Fig. 1: run 1, routing congestion map
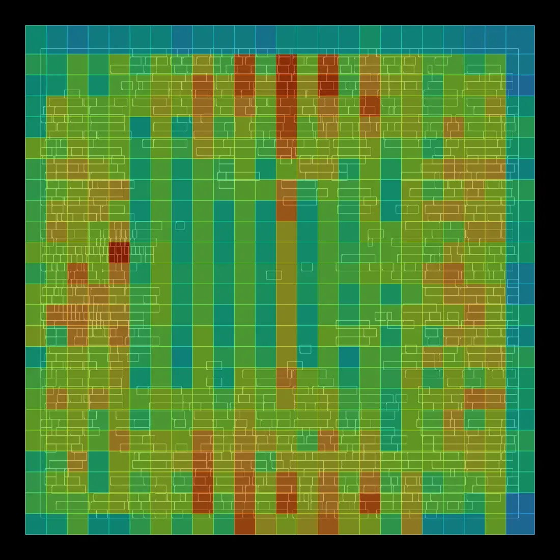
Fig. 2: run 1, routed clock nets over the placement
Bar = 50 um.
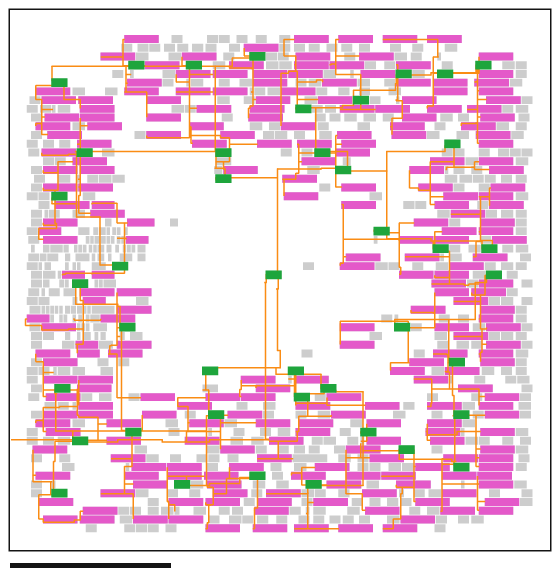
Fig. 3: run 1, register map, names as in the netlist
Other sequential cells in the stronger gray, the rest of the logic in the fainter gray.
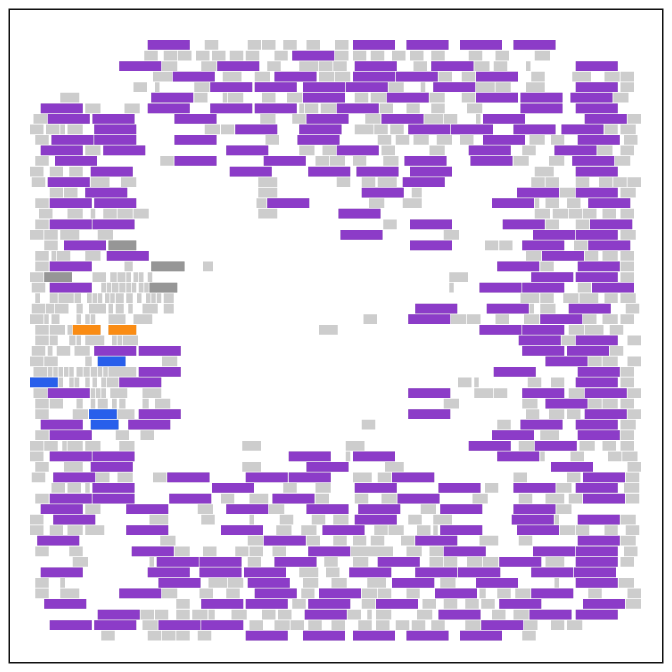
Fig. 4: run 1, pin placement
Pins as bars across the die edge, other pins in gray.
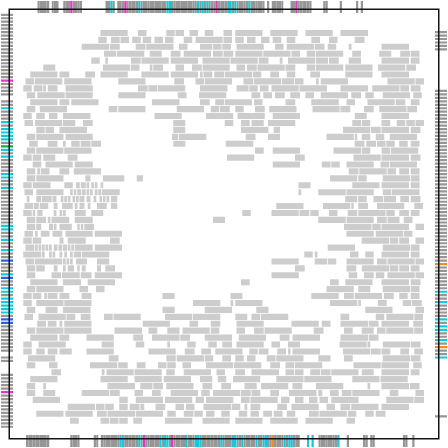
<file path="config.mk">
export PLATFORM = sky130hd
export DESIGN_NAME = tl_ad_buffer
export DESIGN_NICKNAME = d
export VERILOG_FILES = /design/src/rtl/tl_ad_buffer.sv
export SDC_FILE = /design/constraint.sdc
export NUM_CORES = 1
export LEC_CHECK = 0
export ABC_AREA = 1
export CORE_MARGIN = 5
export CORE_UTILIZATION = 40
export CTS_BUF_LIST = sky130_fd_sc_hd__clkbuf_8
export DETAILED_ROUTE_END_ITERATION = 12
export PLACE_DENSITY = 0.79
export SLEW_MARGIN = 20
export SYNTH_ARGS = -nofsm -noshare
export SYNTH_HDL_FRONTEND = slang
export SYNTH_HIERARCHICAL = 1
export SYNTH_SLANG_ARGS = --single-unit
</file>
<file path="constraint.sdc">
create_clock -name clock -period 7.6 [get_ports clock]
set_input_delay 1.52 -clock clock [delete_from_list [all_inputs] [get_ports clock]]
set_output_delay 1.52 -clock clock [all_outputs]
set_load 0.01 [all_outputs]
</file>
<file path="src/rtl/tl_ad_buffer.sv">
// tl_ad_buffer: TileLink-UL A/D decoupling buffer with an outstanding-request limiter.
// The A channel always passes through a 2-entry queue. The D channel uses a matching
// queue when TL_AD_BUFFER_D_QUEUE_EN is defined; otherwise it is a zero-latency wire path.
// Neither queue bypasses: a beat enqueued into an empty queue appears on the next cycle.

// Two-entry FIFO with 1-bit pointers and a 2-bit occupancy count.
module tl_ad_buffer_q2 #(
    parameter int W = 8
) (
    input  logic         clock,
    input  logic         reset,
    input  logic         i_enq_valid,
    output logic         o_enq_ready,
    input  logic [W-1:0] i_enq_bits,
    output logic         o_deq_valid,
    input  logic         i_deq_ready,
    output logic [W-1:0] o_deq_bits
);
    logic [W-1:0] r_mem [2];
    logic         r_wptr;
    logic         r_rptr;
    logic [1:0]   r_count;
    logic         w_enq;
    logic         w_deq;

    // Handshakes are masked during reset so queued beats are dropped in the reset cycle.
    assign o_enq_ready = !reset && (r_count != 2'd2);
    assign o_deq_valid = !reset && (r_count != 2'd0);
    assign o_deq_bits  = r_mem[r_rptr];
    assign w_enq       = i_enq_valid && o_enq_ready;
    assign w_deq       = o_deq_valid && i_deq_ready;

    // Storage is write-only on enqueue and needs no reset.
    always_ff @(posedge clock) begin
        if (w_enq) begin
            r_mem[r_wptr] <= i_enq_bits;
        end
    end

    // Pointer and occupancy bookkeeping.
    always_ff @(posedge clock) begin
        if (reset) begin
            r_wptr  <= 1'b0;
            r_rptr  <= 1'b0;
            r_count <= 2'd0;
        end else begin
            if (w_enq) r_wptr <= ~r_wptr;
            if (w_deq) r_rptr <= ~r_rptr;
            r_count <= r_count + 2'(w_enq) - 2'(w_deq);
        end
    end
endmodule

module tl_ad_buffer #(
    parameter int MAX_INFLIGHT = 8
) (
    input  logic        clock,
    input  logic        reset,
    input  logic        auto_in_a_valid,
    output logic        auto_in_a_ready,
    input  logic [2:0]  auto_in_a_bits_opcode,
    input  logic [2:0]  auto_in_a_bits_param,
    input  logic [2:0]  auto_in_a_bits_size,
    input  logic [7:0]  auto_in_a_bits_source,
    input  logic [30:0] auto_in_a_bits_address,
    input  logic [7:0]  auto_in_a_bits_mask,
    input  logic [63:0] auto_in_a_bits_data,
    input  logic        auto_in_a_bits_corrupt,
    output logic        auto_out_a_valid,
    input  logic        auto_out_a_ready,
    output logic [2:0]  auto_out_a_bits_opcode,
    output logic [2:0]  auto_out_a_bits_param,
    output logic [2:0]  auto_out_a_bits_size,
    output logic [7:0]  auto_out_a_bits_source,
    output logic [30:0] auto_out_a_bits_address,
    output logic [7:0]  auto_out_a_bits_mask,
    output logic [63:0] auto_out_a_bits_data,
    output logic        auto_out_a_bits_corrupt,
    input  logic        auto_out_d_valid,
    output logic        auto_out_d_ready,
    input  logic [2:0]  auto_out_d_bits_opcode,
    input  logic [1:0]  auto_out_d_bits_param,
    input  logic [2:0]  auto_out_d_bits_size,
    input  logic [7:0]  auto_out_d_bits_source,
    input  logic        auto_out_d_bits_sink,
    input  logic        auto_out_d_bits_denied,
    input  logic [63:0] auto_out_d_bits_data,
    input  logic        auto_out_d_bits_corrupt,
    output logic        auto_in_d_valid,
    input  logic        auto_in_d_ready,
    output logic [2:0]  auto_in_d_bits_opcode,
    output logic [1:0]  auto_in_d_bits_param,
    output logic [2:0]  auto_in_d_bits_size,
    output logic [7:0]  auto_in_d_bits_source,
    output logic        auto_in_d_bits_sink,
    output logic        auto_in_d_bits_denied,
    output logic [63:0] auto_in_d_bits_data,
    output logic        auto_in_d_bits_corrupt,
    output logic [3:0]  io_inflight,
    output logic        io_error
);
    localparam logic [3:0] LP_MAX = 4'(MAX_INFLIGHT);

    logic [120:0] w_a_in_bits;
    logic [120:0] w_a_out_bits;
    logic         w_a_nonempty;
    logic         w_a_permit;
    logic         w_a_fire;
    logic [82:0]  w_d_in_bits;
    logic [82:0]  w_d_out_bits;
    logic         w_d_fire;
    logic [3:0]   r_inflight;
    logic         r_error;

    assign w_a_in_bits = {auto_in_a_bits_opcode, auto_in_a_bits_param, auto_in_a_bits_size,
                          auto_in_a_bits_source, auto_in_a_bits_address, auto_in_a_bits_mask,
                          auto_in_a_bits_data, auto_in_a_bits_corrupt};
    assign {auto_out_a_bits_opcode, auto_out_a_bits_param, auto_out_a_bits_size,
            auto_out_a_bits_source, auto_out_a_bits_address, auto_out_a_bits_mask,
            auto_out_a_bits_data, auto_out_a_bits_corrupt} = w_a_out_bits;

    // The limiter only looks at the registered count, so out_a_valid never sees in_a_valid.
    assign w_a_permit       = (r_inflight < LP_MAX);
    assign auto_out_a_valid = w_a_nonempty && w_a_permit;
    assign w_a_fire         = auto_out_a_valid && auto_out_a_ready;

    tl_ad_buffer_q2 #(.W(121)) u_a_q (
        .clock       (clock),
        .reset       (reset),
        .i_enq_valid (auto_in_a_valid),
        .o_enq_ready (auto_in_a_ready),
        .i_enq_bits  (w_a_in_bits),
        .o_deq_valid (w_a_nonempty),
        .i_deq_ready (auto_out_a_ready && w_a_permit),
        .o_deq_bits  (w_a_out_bits)
    );

    assign w_d_in_bits = {auto_out_d_bits_opcode, auto_out_d_bits_param, auto_out_d_bits_size,
                          auto_out_d_bits_source, auto_out_d_bits_sink, auto_out_d_bits_denied,
                          auto_out_d_bits_data, auto_out_d_bits_corrupt};
    assign {auto_in_d_bits_opcode, auto_in_d_bits_param, auto_in_d_bits_size,
            auto_in_d_bits_source, auto_in_d_bits_sink, auto_in_d_bits_denied,
            auto_in_d_bits_data, auto_in_d_bits_corrupt} = w_d_out_bits;

`ifdef TL_AD_BUFFER_D_QUEUE_EN
    tl_ad_buffer_q2 #(.W(83)) u_d_q (
        .clock       (clock),
        .reset       (reset),
        .i_enq_valid (auto_out_d_valid),
        .o_enq_ready (auto_out_d_ready),
        .i_enq_bits  (w_d_in_bits),
        .o_deq_valid (auto_in_d_valid),
        .i_deq_ready (auto_in_d_ready),
        .o_deq_bits  (w_d_out_bits)
    );
`else
    // Zero-latency D path; reset still masks both handshake directions.
    assign auto_in_d_valid  = !reset && auto_out_d_valid;
    assign auto_out_d_ready = !reset && auto_in_d_ready;
    assign w_d_out_bits     = w_d_in_bits;
`endif

    assign w_d_fire = auto_in_d_valid && auto_in_d_ready;

    // Outstanding-request count and sticky underflow flag.
    always_ff @(posedge clock) begin
        if (reset) begin
            r_inflight <= 4'd0;
            r_error    <= 1'b0;
        end else begin
            if (w_d_fire && (r_inflight == 4'd0)) begin
                r_error <= 1'b1;
            end
            if (w_a_fire && !w_d_fire) begin
                r_inflight <= r_inflight + 4'd1;
            end else if (!w_a_fire && w_d_fire && (r_inflight != 4'd0)) begin
                r_inflight <= r_inflight - 4'd1;
            end
        end
    end

    assign io_inflight = r_inflight;
    assign io_error    = r_error;
endmodule
</file>
==> impl_metrics.toml, run 1 <==
# flow metrics
[final_timing]
max_freq_mhz = 213.5
tightest_slew_ns = 1.040
timing.hold.ws_ns = 0.5409
setup_ws_ns = 2.916
hold_viol = 0
finalCritPeriodShare = 0.6163
period_minus_slack_ns = 4.684
finalSetupTns_ns = 0

[setup_path]
endpoint_kind = "output pin"
critPathArrivalTime_ns = 3.16
endpoint = "auto_out_a_bits_data[10]"
rr_worst_depth = 5
worstPathBufferInverterCount = 2
start_kind = "register"
critPathMaxFanout = 70
cp.depth = 3
worstReg2RegStart = "u_a_q/r_count[0]"
crit_chain = "buf_4 -> mux2_2 -> clkdlybuf4s50_1"

[global_route]
grt_pass1_vias = 5548
met1_usage = 0.1576
busiest_layer = "met2"
globalRouteTotalUtil = 0.1369
grt_util_met3 = 0.05533
grt_max_degree = 76
grt_overflow = 0

[place]
gp_congestion = 0.7722
dpl_cell_area_sq_um = 12270
port_buffers = 256
dp_cells = 1038

[routing]
via_per_inst = 4.673
met1Wirelength_mm = 7.626
drtPass1Iterations = 4
routed.top_layer = "met5"
wl_met3_mm = 1.990
drtAntennaViolNets = 0

[logic_synthesis]
top_area_cell = "edfxtp_1"
yosysChipArea_sq_um = 10000
ys_sh_adder = 0.007004
topCellsByArea = "edfxtp_1 (73%), mux2_2 (14%), buf_4 (6.3%)"
synth_nets = 765
syn_area_sq_um = 10000
ys_ff = 252
ys_seq_share = 0.7465
simple_gate_area_frac = 0.02189
yosys_warnings = 6
synthArstFlopShare = 0
common_cells = "edfxtp_1 (242), mux2_2 (121), buf_4 (84)"
synthXorXnorAreaFrac = 0.0008755
synth_stat.cells = 550
synthTopLogicFamily = "multiplexers"
most_common_cell = "edfxtp_1"
synthAoiAreaFrac = 0.005378
synthFlopType = "edfxtp_1"

[cts]
clock_path_buffers = 3
ctsResizeCount = 0
clock_latency_ns = 0.51
tritoncts = "built"
cts_buffers = 42
cts_setup_buffers = 0
clkSinkCount = 252

[power]
power.share.clock = 0.342
p_int_w = 0.002408
powerDensity_nw_per_um2 = 238.6
p_switching_w = 0.0006989
max-vdd-ir-drop_mv = 0.1269
clk-power_w = 0.00106
pwr-share-seq = 0.523
swShare = 0.2250
powerComb_w = 0.000421

[cells_and_area]
inverters = 20
fin_area_sq_um = 13020
comb_share = 0.1322
area_growth_pct = 30.16
drive_above_1_share = 0.2398
clockBufferCount = 44
num-fill-cells = 2015
buf_share = 0.1991
ff_count = 252
largest_reg_flops = 242
regArea_sq_um = 7471
diodes = 0
combGateArea_sq_um = 1722
largest_cell_class = "flip-flops and latches"

[hold_path]
hp-class = "reg -> reg"
min_from = "u_a_q/r_rptr"

[run_status]
status = "finished, final reports clean"

[floorplan]
num_rows = 57
well_tap_count = 324
die_x_um = 168.1
fp_util = 0.4089
Notes on Fig. 1 above:
WL per Instance: 18.08 um
grt met2 use: 0.2350

Notes on Fig. 2 above:
[orange] clock wires | length: 3100 um
[green] clock-net drivers | count: 42
[magenta] flip-flops | count: 252
routed clock nets	43
flops lie	spread over the die

Notes on Fig. 3 above:
color	name in the netlist	flops
purple	u_a_q/r_mem	242
orange	u_a_q/r_count	2
blue	io_inflight	4
Seq group: 0.00162 W
Final Core Density: 0.5322

Notes on Fig. 4 above:
color	port	pins	direction	edge
green	reset	1	input	west
cyan	auto_in_a_bits_data	64	input	23 west, 23 south, 11 north, 7 east
blue	io_inflight	4	output	west
orange	auto_in_a_bits_opcode	3	input	2 east, 1 south
magenta	auto_out_d_bits_source	8	input	4 north, 2 south, 2 west

Fig. 5: run 1, signal wires on met4
Cells faint in the background.
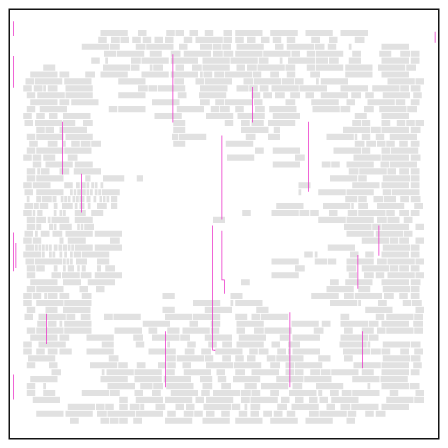

==> run 1 -> run 2 <==
--- a/config.mk
+++ b/config.mk
@@ -6,11 +6,11 @@
 export NUM_CORES = 1
 export LEC_CHECK = 0
 export ABC_AREA = 1
-export CORE_MARGIN = 5
-export CORE_UTILIZATION = 40
+export CORE_AREA = 5 5 162 164
 export CTS_BUF_LIST = sky130_fd_sc_hd__clkbuf_8
 export DETAILED_ROUTE_END_ITERATION = 12
-export PLACE_DENSITY = 0.79
+export DIE_AREA = 0 0 167 169
+export PLACE_DENSITY = 0.77
 export SLEW_MARGIN = 20
 export SYNTH_ARGS = -nofsm -noshare
 export SYNTH_HDL_FRONTEND = slang
==> constraint.sdc (replaced) <==
create_clock -name clock -period 4.5 [get_ports clock]
set_input_delay 0.9 -clock clock [delete_from_list [all_inputs] [get_ports clock]]
set_output_delay 0.9 -clock clock [all_outputs]
set_load 0.01 [all_outputs]
Fig. 6: run 2, signal wires on met4
Cells faint in the background.
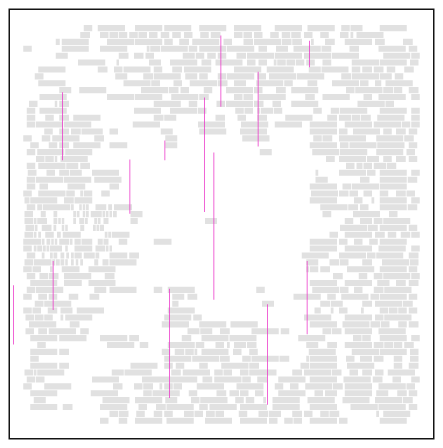
longest straight run	57.8 um
wire length on this layer	378 um
main direction	vertical
share of all routed wire	1.8%
nets with wire on the layer	8

Fig. 7: run 2, pin placement
Pins as bars across the die edge, other pins in gray.
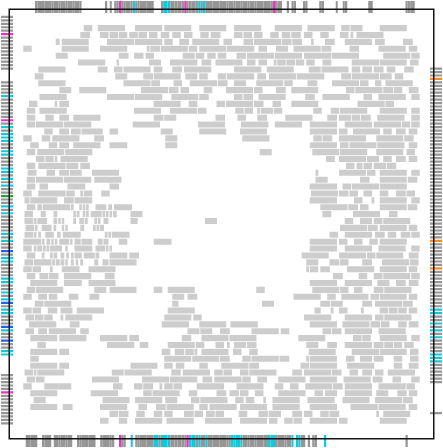
color	port	pins	direction	edge
blue	io_inflight	4	output	west
cyan	auto_in_a_bits_data	64	input	26 west, 24 south, 8 east, 6 north
green	reset	1	input	west
magenta	auto_out_d_bits_source	8	input	3 north, 3 west, 2 south
orange	auto_in_a_bits_opcode	3	input	east
all pins by edge	112 south, 111 west, 107 north, 93 east
die height: 169 um
port buffer count: 256
Die Width: 167 um

==> run 2 against run 1 <==
  * Routed wire length grew 1.5%
  * Global-route usage up 0.16 points
  * Hold slack worse by 0.053 ns
  * Sequential share of layout area shrank 0.19 points
  * Flip-flop count stayed put
  * Via count grew 0.19%
  * Clock power up 64%
  * Worst setup slack got worse by 1.9 ns
  * Cell count rose by 0.54%
  * Power grew 68%
  * Critical path depth stayed put
  * Critical endpoint is now auto_out_a_bits_source[5]
  * Largest power group unchanged
  * Highest routed layer is now met4
==> impl_metrics.toml, run 2 <==
# flow metrics
[place]
dpl_cell_area_sq_um = 12340
dp_cells = 1047

[power]
powerDensity_nw_per_um2 = 398.6
p_int_w = 0.004029
pwr-share-seq = 0.526
max-vdd-ir-drop_mv = 0.2313
seq_power_w = 0.00274
p_switching_w = 0.001178
swShare = 0.2263
powerComb_w = 0.000726

[cells_and_area]
area_growth_pct = 30.59
largest_reg_flops = 242
combGateArea_sq_um = 1722
largest_cell_class = "flip-flops and latches"
diodes = 0
num-fill-cells = 2007
regArea_sq_um = 7471
comb_share = 0.1318
fin_area_sq_um = 13060
buf_share = 0.2030
clockBufferCount = 45
ff_count = 252

[setup_path]
critPathMaxFanout = 40
rr_worst_depth = 11
endpoint_kind = "output pin"
crit_chain = "buf_4 -> mux2_2 -> clkdlybuf4s50_1"
worstReg2RegStart = "u_a_q/r_count[1]"
cp.depth = 3
worstPathBufferInverterCount = 2
endpoint = "auto_out_a_bits_source[5]"
critPathArrivalTime_ns = 2.56

[logic_synthesis]
topCellsByArea = "edfxtp_1 (73%), mux2_2 (14%), buf_4 (6.3%)"
ys_ff = 252
synthAoiAreaFrac = 0.005378
synth_stat.cells = 550
yosys_warnings = 6
syn_area_sq_um = 10000
synthXorXnorAreaFrac = 0.0008755
yosysChipArea_sq_um = 10000
top_area_cell = "edfxtp_1"
ys_sh_adder = 0.007004
ys_seq_share = 0.7465
synth_nets = 765
synthFlopType = "edfxtp_1"
most_common_cell = "edfxtp_1"

[floorplan]
num_rows = 58
fp_util = 0.4042

[global_route]
grt_overflow = 0
use_met2 = 0.2427
grt_util_met3 = 0.04974
grt_max_degree = 68
grt_pass1_vias = 5636
busiest_layer = "met2"
globalRouteTotalUtil = 0.1385
met1_usage = 0.1600

[cts]
clock_path_buffers = 3
cts_buffers = 42
clkSinkCount = 252
cts_setup_buffers = 0
tritoncts = "built"
ctsResizeCount = 0

[hold_path]
min_from = "io_error"

[final_timing]
period_minus_slack_ns = 3.455
finalSetupTns_ns = 0
finalCritPeriodShare = 0.7678
max_freq_mhz = 289.4
timing.hold.ws_ns = 0.4878
hold_viol = 0

[routing]
drtAntennaViolNets = 0
met1Wirelength_mm = 8.068
via_per_inst = 4.657
routed.top_layer = "met4"

[run_status]
status = "finished, final reports clean"
Fig. 8: run 2, routed clock nets over the placement
Bar = 50 um.
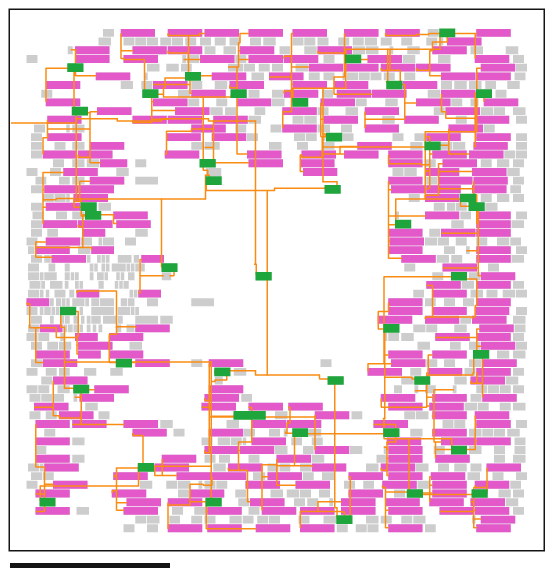
[green] clock-net drivers | count: 42
[orange] clock wires | length: 3040 um
[magenta] flip-flops | count: 252
flops lie	spread over the die
clock network fraction of design power: 0.335
P_clk: 0.00174 W
clk_lat worst skew: 0.52 ns
Fin Clk Skew: 0.02367 ns

Fig. 9: run 2, routing congestion map
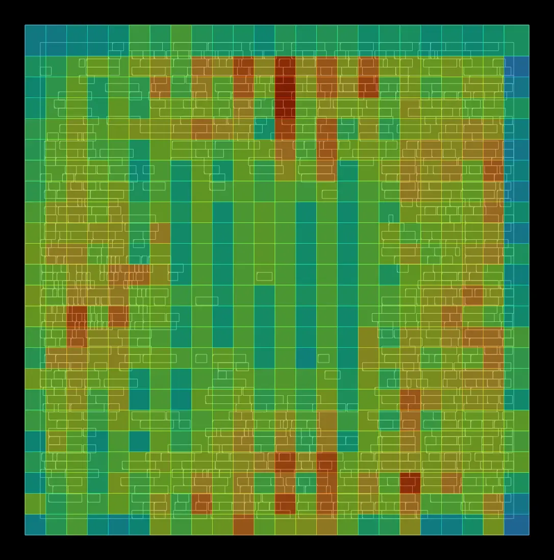

==> run 2 -> run 3 <==
==> constraint.sdc (replaced) <==
create_clock -name clock -period 3.2 [get_ports clock]
set_input_delay 0.64 -clock clock [delete_from_list [all_inputs] [get_ports clock]]
set_output_delay 0.64 -clock clock [all_outputs]
set_load 0.01 [all_outputs]
Fig. 10: run 3, routing congestion map
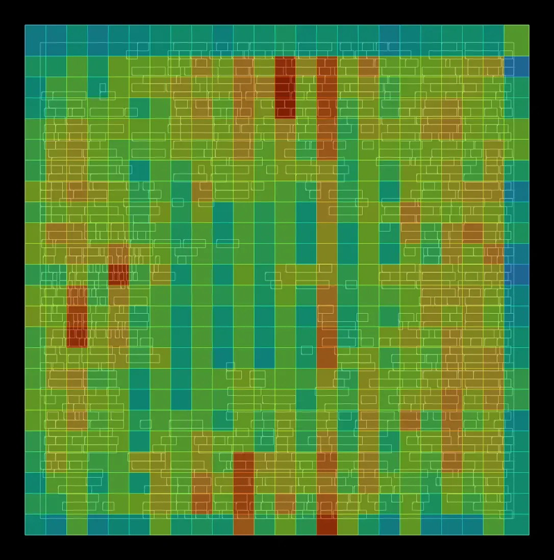
Most Crowded Layer GR: met2
met3 Use GR: 0.05395
grt met2 use: 0.2184

Fig. 11: run 3, pin placement
Pins as bars across the die edge, other pins in gray.
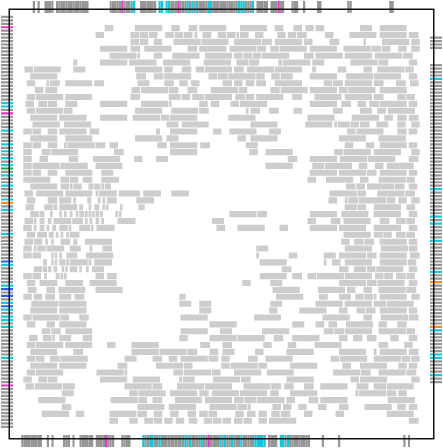
color	port	pins	direction	edge
orange	auto_in_a_bits_opcode	3	input	2 east, 1 west
magenta	auto_out_d_bits_source	8	input	3 north, 3 west, 2 south
cyan	auto_in_a_bits_data	64	input	20 west, 19 south, 15 north, 10 east
green	reset	1	input	west
blue	io_inflight	4	output	west

Fig. 12: run 3, register map, names as in the netlist
Other sequential cells in the stronger gray, the rest of the logic in the fainter gray.
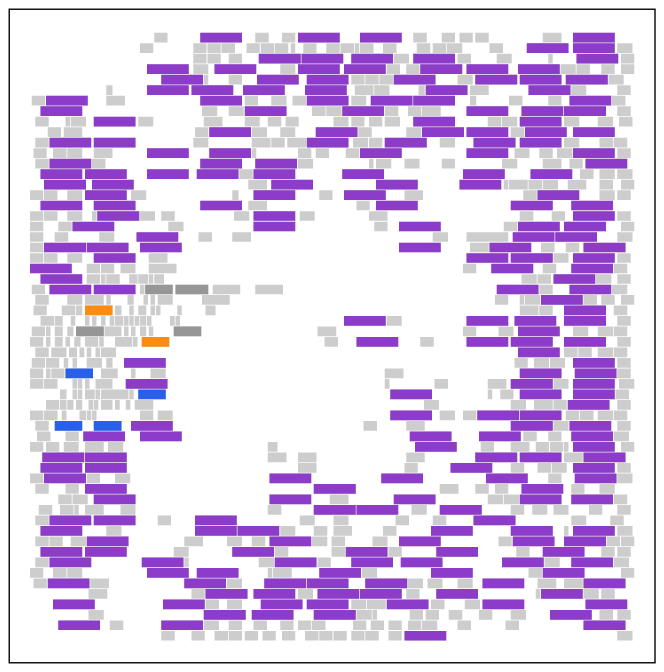
color	name in the netlist	flops
blue	io_inflight	4
orange	u_a_q/r_count	2
purple	u_a_q/r_mem	242
Seq group: 0.00383 W
flop share of the area: 0.5698
Reg area: 7471 sq um
Final Core Density: 0.5298

==> run 3 against run 2 <==
  * Largest cell class unchanged
  * Sequential power up about 40%
  * Critical path type unchanged
  * Hold slack gained 0.019 ns
  * Worst setup slack worse by 0.73 ns
  * Cell count barely moved
  * Non-clock buffer count fell by 1
  * Routed wire length down 1.9%
  * First-iteration DRC count rose by 48%
==> impl_metrics.toml, run 3 <==
# flow metrics
[run_status]
status = "finished, final reports clean"

[place]
gp_congestion = 0.7894
dpl_cell_area_sq_um = 12340
dp_cells = 1046

[final_timing]
tightest_slew_ns = 0.5672
hold_viol = 0
fin_skew_ns = 0.01642
finalCritPeriodShare = 0.9016
finalSetupTns_ns = 0
period_minus_slack_ns = 2.885
setup_ws_ns = 0.3147

[cells_and_area]
buf_share = 0.2027
area_growth_pct = 31.07
ff_count = 252
drive_above_1_share = 0.2459
largest_reg_flops = 242
diodes = 0
fin_area_sq_um = 13110
inverters = 20
clockBufferCount = 46
num-fill-cells = 1998

[logic_synthesis]
ys_seq_share = 0.7465
common_cells = "edfxtp_1 (242), mux2_2 (121), buf_4 (84)"
synth_nets = 765
synthAoiAreaFrac = 0.005378
topCellsByArea = "edfxtp_1 (73%), mux2_2 (14%), buf_4 (6.3%)"
synthTopLogicFamily = "multiplexers"
most_common_cell = "edfxtp_1"
syn_area_sq_um = 10000
synth_stat.cells = 550
ys_ff = 252
synthFlopType = "edfxtp_1"
yosys_warnings = 6
ys_sh_adder = 0.007004
synthXorXnorAreaFrac = 0.0008755
simple_gate_area_frac = 0.02189

[cts]
cts_buffers = 41
clkSinkCount = 252
cts_setup_buffers = 0
ctsResizeCount = 0

[power]
powerComb_w = 0.00104
max-vdd-ir-drop_mv = 0.2924
p_switching_w = 0.001648
clk-power_w = 0.00255
p_int_w = 0.005773
pwr-share-seq = 0.516
swShare = 0.2221

[global_route]
grt_max_degree = 84
globalRouteTotalUtil = 0.1342
grt_pass1_vias = 5507
met1_usage = 0.1647
grt_overflow = 0

[setup_path]
endpoint = "auto_out_a_bits_address[10]"
cp.depth = 3
critPathMaxFanout = 38
rr_worst_depth = 11
endpoint_kind = "output pin"
start_kind = "register"
worstPathBufferInverterCount = 2
crit_chain = "buf_4 -> mux2_2 -> clkdlybuf4s50_1"
critPathArrivalTime_ns = 2.25
worstReg2RegStart = "u_a_q/r_count[1]"

[hold_path]
hp-class = "reg -> reg"

[routing]
wl_met3_mm = 1.824
routed.top_layer = "met5"
drtPass1Iterations = 6
drtAntennaViolNets = 0
met1Wirelength_mm = 8.138

[floorplan]
die_x_um = 167
die_h_um = 169
num_rows = 58
well_tap_count = 330
fp_util = 0.4042
No activity file was given, so power comes from the tool's default toggle rates.
